$ cat src/rtl/io_map_pkg.sv
// Shared port map and constants for the CPU port I/O responder.
// Holds the port addresses, the interrupt bit positions and the data width.
package io_map_pkg;

   localparam int unsigned DataW = 8;

   // Read ports
   localparam logic [DataW-1:0] PortSwitches  = 8'h20;
   localparam logic [DataW-1:0] PortButtons   = 8'h21;
   localparam logic [DataW-1:0] PortIrqStatus = 8'h22;
   localparam logic [DataW-1:0] PortFifoHead  = 8'h23;
   localparam logic [DataW-1:0] PortFifoCount = 8'h25;
   // Write ports (LEDS, SSEG and IRQ_MASK read back as well)
   localparam logic [DataW-1:0] PortFifoPop   = 8'h24;
   localparam logic [DataW-1:0] PortLeds      = 8'h40;
   localparam logic [DataW-1:0] PortSseg      = 8'h41;
   localparam logic [DataW-1:0] PortIrqMask   = 8'h42;
   localparam logic [DataW-1:0] PortIrqAck    = 8'h43;

   // Interrupt layout: one pending bit per button, then the FIFO bit
   localparam int unsigned NumButtons = 4;
   localparam int unsigned IrqFifoBit = 4;
   localparam int unsigned NumIrq     = 5;
   // IRQ_ACK data bit that clears the sticky FIFO overflow flag
   localparam int unsigned AckOvfBit  = 7;

endpackage

$ cat src/rtl/debounce.sv
// Debouncer for one already-synchronized level.
// Ports:
//   clk      system clock
//   reset    synchronous active-high reset
//   sig_i    synchronized raw level
//   level_o  accepted (debounced) level
//   rise_o   one-cycle pulse, high in the cycle the level is accepted 0->1
module debounce #(
   parameter int unsigned DEBOUNCE_CYCLES = 16
) (
   input  logic clk,
   input  logic reset,
   input  logic sig_i,
   output logic level_o,
   output logic rise_o
);

   localparam int unsigned CntW = $clog2(DEBOUNCE_CYCLES + 1);
   localparam logic [CntW-1:0] CntLast = CntW'(DEBOUNCE_CYCLES - 1);

   logic            level_q, level_d;
   logic [CntW-1:0] cnt_q, cnt_d;

   // Count consecutive samples that disagree with the accepted level;
   // any agreeing sample restarts the count.
   always_comb begin
      level_d = level_q;
      cnt_d   = '0;
      rise_o  = 1'b0;
      if (sig_i != level_q) begin
         if (cnt_q == CntLast) begin
            level_d = sig_i;
            rise_o  = sig_i;
         end else begin
            cnt_d = cnt_q + CntW'(1);
         end
      end
   end

   always_ff @(posedge clk) begin
      if (reset) begin
         level_q <= 1'b0;
         cnt_q   <= '0;
      end else begin
         level_q <= level_d;
         cnt_q   <= cnt_d;
      end
   end

   assign level_o = level_q;

endmodule

$ cat src/rtl/port_io_responder.sv
// CPU-facing port I/O responder: switch/button inputs, LED and seven-segment
// registers, a masked interrupt controller and a receive FIFO.
// Ports:
//   clk, reset          clock, synchronous active-high reset
//   port_id, out_port   CPU port address and write data
//   io_strb             one-cycle CPU write strobe
//   in_port             combinational read data for port_id
//   interrupt           registered interrupt request
//   switches, buttons   asynchronous raw inputs
//   fifo_wr, fifo_din   external producer push interface
//   fifo_full           FIFO holds FIFO_DEPTH entries
//   leds, sseg          output registers
module port_io_responder
   import io_map_pkg::*;
#(
   parameter int unsigned DEBOUNCE_CYCLES = 16,
   parameter int unsigned FIFO_DEPTH      = 8
) (
   input  logic       clk,
   input  logic       reset,
   input  logic [7:0] port_id,
   input  logic [7:0] out_port,
   input  logic       io_strb,
   output logic [7:0] in_port,
   output logic       interrupt,
   input  logic [7:0] switches,
   input  logic [3:0] buttons,
   input  logic       fifo_wr,
   input  logic [7:0] fifo_din,
   output logic       fifo_full,
   output logic [7:0] leds,
   output logic [7:0] sseg
);

   localparam int unsigned PtrW = $clog2(FIFO_DEPTH);
   localparam int unsigned CntW = PtrW + 1;
   localparam logic [CntW-1:0] FullCnt = CntW'(FIFO_DEPTH);

   logic [7:0]            sw_s1_q, sw_s1_d, sw_s2_q, sw_s2_d;
   logic [NumButtons-1:0] btn_s1_q, btn_s1_d, btn_s2_q, btn_s2_d;
   logic [NumButtons-1:0] btn_level, btn_rise;
   logic [7:0]            leds_q, leds_d, sseg_q, sseg_d, mask_q, mask_d;
   logic [NumIrq-1:0]     pend_q, pend_d, pend_set;
   logic                  irq_q, irq_d, ovf_q, ovf_d;
   logic [PtrW-1:0]       wr_ptr_q, wr_ptr_d, rd_ptr_q, rd_ptr_d;
   logic [CntW-1:0]       cnt_q, cnt_d;
   logic [7:0]            mem_q [FIFO_DEPTH];
   logic [7:0]            mem_d [FIFO_DEPTH];
   logic                  wr_leds, wr_sseg, wr_mask, wr_ack, wr_pop;
   logic                  pop_ok, push_ok, fifo_event;
   logic [7:0]            fifo_head;

   for (genvar i = 0; i < NumButtons; i++) begin : g_debounce
      debounce #(
         .DEBOUNCE_CYCLES(DEBOUNCE_CYCLES)
      ) u_debounce (
         .clk    (clk),
         .reset  (reset),
         .sig_i  (btn_s2_q[i]),
         .level_o(btn_level[i]),
         .rise_o (btn_rise[i])
      );
   end

   always_comb begin
      sw_s1_d  = switches;
      sw_s2_d  = sw_s1_q;
      btn_s1_d = buttons;
      btn_s2_d = btn_s1_q;
   end

   // Write decode
   always_comb begin
      wr_leds = io_strb && (port_id == PortLeds);
      wr_sseg = io_strb && (port_id == PortSseg);
      wr_mask = io_strb && (port_id == PortIrqMask);
      wr_ack  = io_strb && (port_id == PortIrqAck);
      wr_pop  = io_strb && (port_id == PortFifoPop);
   end

   // FIFO: a pop frees the slot a same-cycle push into a full FIFO needs
   always_comb begin
      pop_ok     = wr_pop && (cnt_q != '0);
      push_ok    = fifo_wr && ((cnt_q != FullCnt) || pop_ok);
      fifo_event = push_ok && (cnt_q == '0);
      wr_ptr_d   = push_ok ? wr_ptr_q + PtrW'(1) : wr_ptr_q;
      rd_ptr_d   = pop_ok ? rd_ptr_q + PtrW'(1) : rd_ptr_q;
      case ({push_ok, pop_ok})
         2'b10:   cnt_d = cnt_q + CntW'(1);
         2'b01:   cnt_d = cnt_q - CntW'(1);
         default: cnt_d = cnt_q;
      endcase
      mem_d = mem_q;
      if (push_ok) mem_d[wr_ptr_q] = fifo_din;
      fifo_head = (cnt_q == '0) ? 8'h00 : mem_q[rd_ptr_q];
   end

   // Registers and interrupt state; set events win over acknowledge clears
   always_comb begin
      leds_d = wr_leds ? out_port : leds_q;
      sseg_d = wr_sseg ? out_port : sseg_q;
      mask_d = wr_mask ? out_port : mask_q;

      pend_set                       = '0;
      pend_set[NumButtons-1:0]       = btn_rise;
      pend_set[IrqFifoBit]           = fifo_event;
      pend_d = (wr_ack ? (pend_q & ~out_port[NumIrq-1:0]) : pend_q) | pend_set;

      ovf_d = (wr_ack && out_port[AckOvfBit]) ? 1'b0 : ovf_q;
      if (fifo_wr && !push_ok) ovf_d = 1'b1;

      irq_d = |(pend_q & mask_q[NumIrq-1:0]);
   end

   always_ff @(posedge clk) begin
      if (reset) begin
         sw_s1_q  <= '0;
         sw_s2_q  <= '0;
         btn_s1_q <= '0;
         btn_s2_q <= '0;
         leds_q   <= '0;
         sseg_q   <= '0;
         mask_q   <= '0;
         pend_q   <= '0;
         irq_q    <= 1'b0;
         ovf_q    <= 1'b0;
         wr_ptr_q <= '0;
         rd_ptr_q <= '0;
         cnt_q    <= '0;
      end else begin
         sw_s1_q  <= sw_s1_d;
         sw_s2_q  <= sw_s2_d;
         btn_s1_q <= btn_s1_d;
         btn_s2_q <= btn_s2_d;
         leds_q   <= leds_d;
         sseg_q   <= sseg_d;
         mask_q   <= mask_d;
         pend_q   <= pend_d;
         irq_q    <= irq_d;
         ovf_q    <= ovf_d;
         wr_ptr_q <= wr_ptr_d;
         rd_ptr_q <= rd_ptr_d;
         cnt_q    <= cnt_d;
      end
   end

   // Storage needs no reset: the head is gated by the count
   always_ff @(posedge clk) begin
      mem_q <= mem_d;
   end

   always_comb begin
      in_port = '0;
      case (port_id)
         PortSwitches:  in_port = sw_s2_q;
         PortButtons:   in_port = DataW'(btn_level);
         PortIrqStatus: in_port = DataW'(pend_q);
         PortFifoHead:  in_port = fifo_head;
         PortFifoCount: in_port = {ovf_q, 7'(cnt_q)};
         PortLeds:      in_port = leds_q;
         PortSseg:      in_port = sseg_q;
         PortIrqMask:   in_port = mask_q;
         default:       in_port = '0;
      endcase
   end

   assign interrupt = irq_q;
   assign fifo_full = (cnt_q == FullCnt);
   assign leds      = leds_q;
   assign sseg      = sseg_q;

endmodule

$ cat config.mk
export PLATFORM = sky130hd
export DESIGN_NAME = port_io_responder
export DESIGN_NICKNAME = d
export VERILOG_FILES = /design/src/rtl/io_map_pkg.sv /design/src/rtl/debounce.sv /design/src/rtl/port_io_responder.sv
export SDC_FILE = /design/constraint.sdc
export NUM_CORES = 1
export LEC_CHECK = 0
export CORE_AREA = 2 2 143 145
export DETAILED_ROUTE_END_ITERATION = 6
export DIE_AREA = 0 0 145 147
export PLACE_DENSITY = 0.54
export SLEW_MARGIN = 20
export SYNTH_ARGS = -nofsm -noshare
export SYNTH_HDL_FRONTEND = slang
export SYNTH_HIERARCHICAL = 1
export SYNTH_SLANG_ARGS = --single-unit
$ cat constraint.sdc
create_clock -name clk -period 3.3 [get_ports clk]
set_input_delay 0.66 -clock clk [delete_from_list [all_inputs] [get_ports clk]]
set_output_delay 0.66 -clock clk [all_outputs]
set_load 0.005 [all_outputs]
power_grid.png
Scale: 2 px per um. Pins as bars on the die edge.
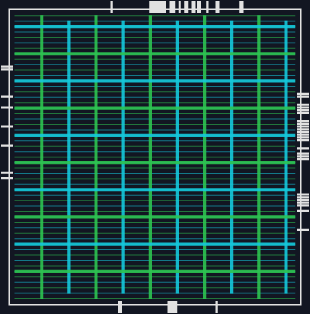
cyan -> VDD
green -> VSS
met4 straps = 10
signal pins = 66
met5 straps = 10
rows = 52
met1 rails = 53

placement_by_type.png
Scale: 2 px per um. Fill, decap, tap and diode cells in gray.
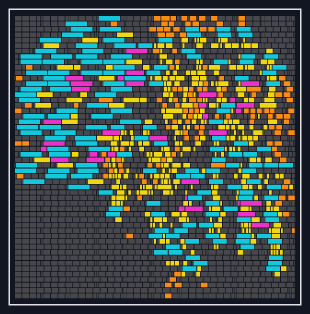
orange -> other buffers and delay cells  # cells 133
cyan -> flops  # cells 153
magenta -> clock drivers and dummy loads  # cells 32
yellow -> combinational and other logic  # cells 349

==> flow_metrics.py <==
# Metrics from the implementation run
metrics = {
    "status": {
        "outcome": "completed",
    },
    "detailed_routing": {
        "wl_met3_um": 650,
        "detailroute.via_count": 4549,
        "routedWlPerCell_um": 16.82,
        "route.detailed.vias_per_inst": 4.855,
        "top_metal_layer_carrying_routed_signals": "met4",
        "detail_route.drc_violations": 0,
        "met1Wirelength_mm": 6.846,
        "detail_route.iter0.violations": 288,
    },
    "setup_path": {
        "crit_path_drt_ps": 2640,
        "cp_slowest_stage_delay_ps": 460,
        "crit_path_leading_delay_family": "buffers and inverters",
        "critical_path_buf_inv_count": 5,
        "path_max_fanout": 7,
        "r2r-start": "cnt_q[3]$_SDFFE_PP0P_",
        "critical_path_at_ps": 2580,
        "worstSetupStartpoint": "port_id[0]",
        "critical_path.endpoint_type": "primary output",
        "crit_path_end": "in_port[3]",
        "crit_path_top_delay_cell": "sky130_fd_sc_hd__clkdlybuf4s50_1",
        "timing.critical_path.cells": "clkdlybuf4s50_1 -> buf_6 -> buf_4 -> and2_1 -> nand4_1 -> buf_6 -> nor2_2 -> a2111o_1 -> clkdlybuf4s50_1",
        "crit_type": "input port to primary output",
        "crit_path_cell_count": 9,
        "rrSetupSlack_ps": 640,
    },
    "power": {
        "register_share_of_total_power_pct": 46.2,
        "power_w": 0.004395,
        "power_density_nw_per_um2": 514.1,
        "pwr.group.combinational_w": 0.000262,
        "clock_network_power_w": 0.00210,
        "sw_frac_of_total_pct": 21.93,
        "power.leakage_nw": 3.316,
        "seq-power_w": 0.00203,
        "clock_power_share_pct": 47.8,
        "pint_w": 0.003431,
        "p_comb_share_pct": 6.0,
        "top_consumer": "clock",
        "net-switching-power_w": 0.0009640,
    },
    "clock_network": {
        "clk_transition_reported_paths_ps": 70,
        "clock_root_buffer": "sky130_fd_sc_hd__clkbuf_16",
        "cts.path.max_buffers": 2,
        "postCtsHoldBufs": 0,
        "cts_htree_levels": 4,
        "cts.repair.resized": 19,
        "cts_setup_buffers": 4,
        "tritoncts.num_buffers": 17,
        "clkSinkCount": 153,
        "worst_skew_pair.late_latency_ps": 420,
    },
    "logic_synthesis": {
        "post_synth_edffs": 64,
        "area_leaders": "sky130_fd_sc_hd__edfxtp_1, sky130_fd_sc_hd__dfxtp_1, sky130_fd_sc_hd__mux2i_1, sky130_fd_sc_hd__mux4_2, sky130_fd_sc_hd__nor2_1",
        "synthArstFlopShare_pct": 0,
        "ys_types": 58,
        "ys_ff": 153,
        "post_synth_inst_count": 527,
        "yosys_warnings": 6,
        "synth_adder_area_share_pct": 2.647,
        "mux_area_share_pct": 12.89,
        "synth.comb.largest_family": "simple AND/OR/NAND/NOR gates",
        "chip_area_from_the_yosys_synthesis_statistics_um2": 6427,
        "netlist.top_cell.by_area": "sky130_fd_sc_hd__edfxtp_1",
        "synth_sequential_area_ratio_pct": 57.62,
        "yosys.area_share.simple_pct": 16.10,
        "synth_xor_xnor_area_share_pct": 1.908,
        "synth_nets": 580,
        "yosysTopAreaCellShare_pct": 29.90,
        "synth-main-ff-cell": "sky130_fd_sc_hd__dfxtp_1",
        "top_cell_type_by_instance_count_after_synthesis": "sky130_fd_sc_hd__dfxtp_1",
        "syn_avg_cell_area_um2": 12.20,
        "synth-compound-area-share_pct": 6.132,
    },
    "placed_design": {
        "pre_cts_slack_ps": -326.9,
        "placement.io_buffers": 65,
        "place_congestion": 0.8538,
        "placedInstanceArea_um2": 7781,
    },
    "global_routing": {
        "maximum_number_of_pins_on_one_net_before_global_route_repair": 48,
        "grt.busiest_layer": "met2",
        "wire_length_of_the_first_global_routing_pass_mm": 24.84,
        "groute.layer.met3.usage_pct": 3.820,
        "grtUsageMet2_pct": 25.86,
        "initial_antenna_violation_count": 0,
        "globalRouteMet1Util_pct": 18.84,
    },
    "hold_path": {
        "whs_path_depth": 1,
        "holdPathEnd": "sw_s2_q[7]$_SDFF_PP0_",
        "timing.hold.worst.class": "register to register",
        "min_from": "sw_s1_q[7]$_SDFF_PP0_",
    },
    "final_layout": {
        "lay_top_count": "sky130_fd_sc_hd__dfxtp_1",
        "layout.cells.non_filler": 937,
        "biggestRegsByFlops": "mem_q (64), g_debounce.u_debounce/cnt_q (20)",
        "area.share.sequential_pct": 43.33,
        "layout_top_cells": "sky130_fd_sc_hd__dfxtp_1, sky130_fd_sc_hd__nor2_1, sky130_fd_sc_hd__edfxtp_1, sky130_fd_sc_hd__buf_4, sky130_fd_sc_hd__clkdlybuf4s50_1",
        "final_layout_size_suffix_gt1_share_pct": 21.59,
        "comb_area_share_pct": 30.51,
        "final_net_count": 707,
        "layout.sequential_cells": 153,
        "final.fill_count": 1830,
        "num-nonclk-buffers": 133,
        "clockNetworkAreaShare_pct": 7.464,
        "largest_reg_flops": 64,
        "antennaDiodeCount": 0,
        "area_growth_syn_to_layout_pct": 33.02,
        "multi_input_comb_area_um2": 2609,
        "area_dominant_class": "sequential cells",
        "final_core_util_pct": 43.08,
        "final_design_area_no_fill_um2": 8549,
        "ff_latch_area_um2": 3705,
        "num-nonclk-inverters": 17,
    },
    "timing": {
        "finClkSkew_ps": 6.130,
        "worst_pin_slew_ps": 847.6,
        "hold_slack_ps": 442.3,
        "maxSlewHeadroom_pct": 43.49,
        "final-hold-violation-count": 0,
        "setup_viol": 0,
        "tns_ps": 0,
        "min_period_ps": 3243,
        "post-route-period-util_pct": 98.27,
    },
    "die": {
        "design.core.area_um2": 19840,
        "die.size.y_um": 147,
        "floorplan.initialDensity_pct": 32.39,
        "chipWidth_um": 145,
        "number_of_core_rows": 52,
        "chip_area_um2": 21320,
    },
    "flow_run": {
        "timing.max_cap.violations": 0,
    },
}
Power figures rest on the tool's default switching activity, not on a simulated workload.
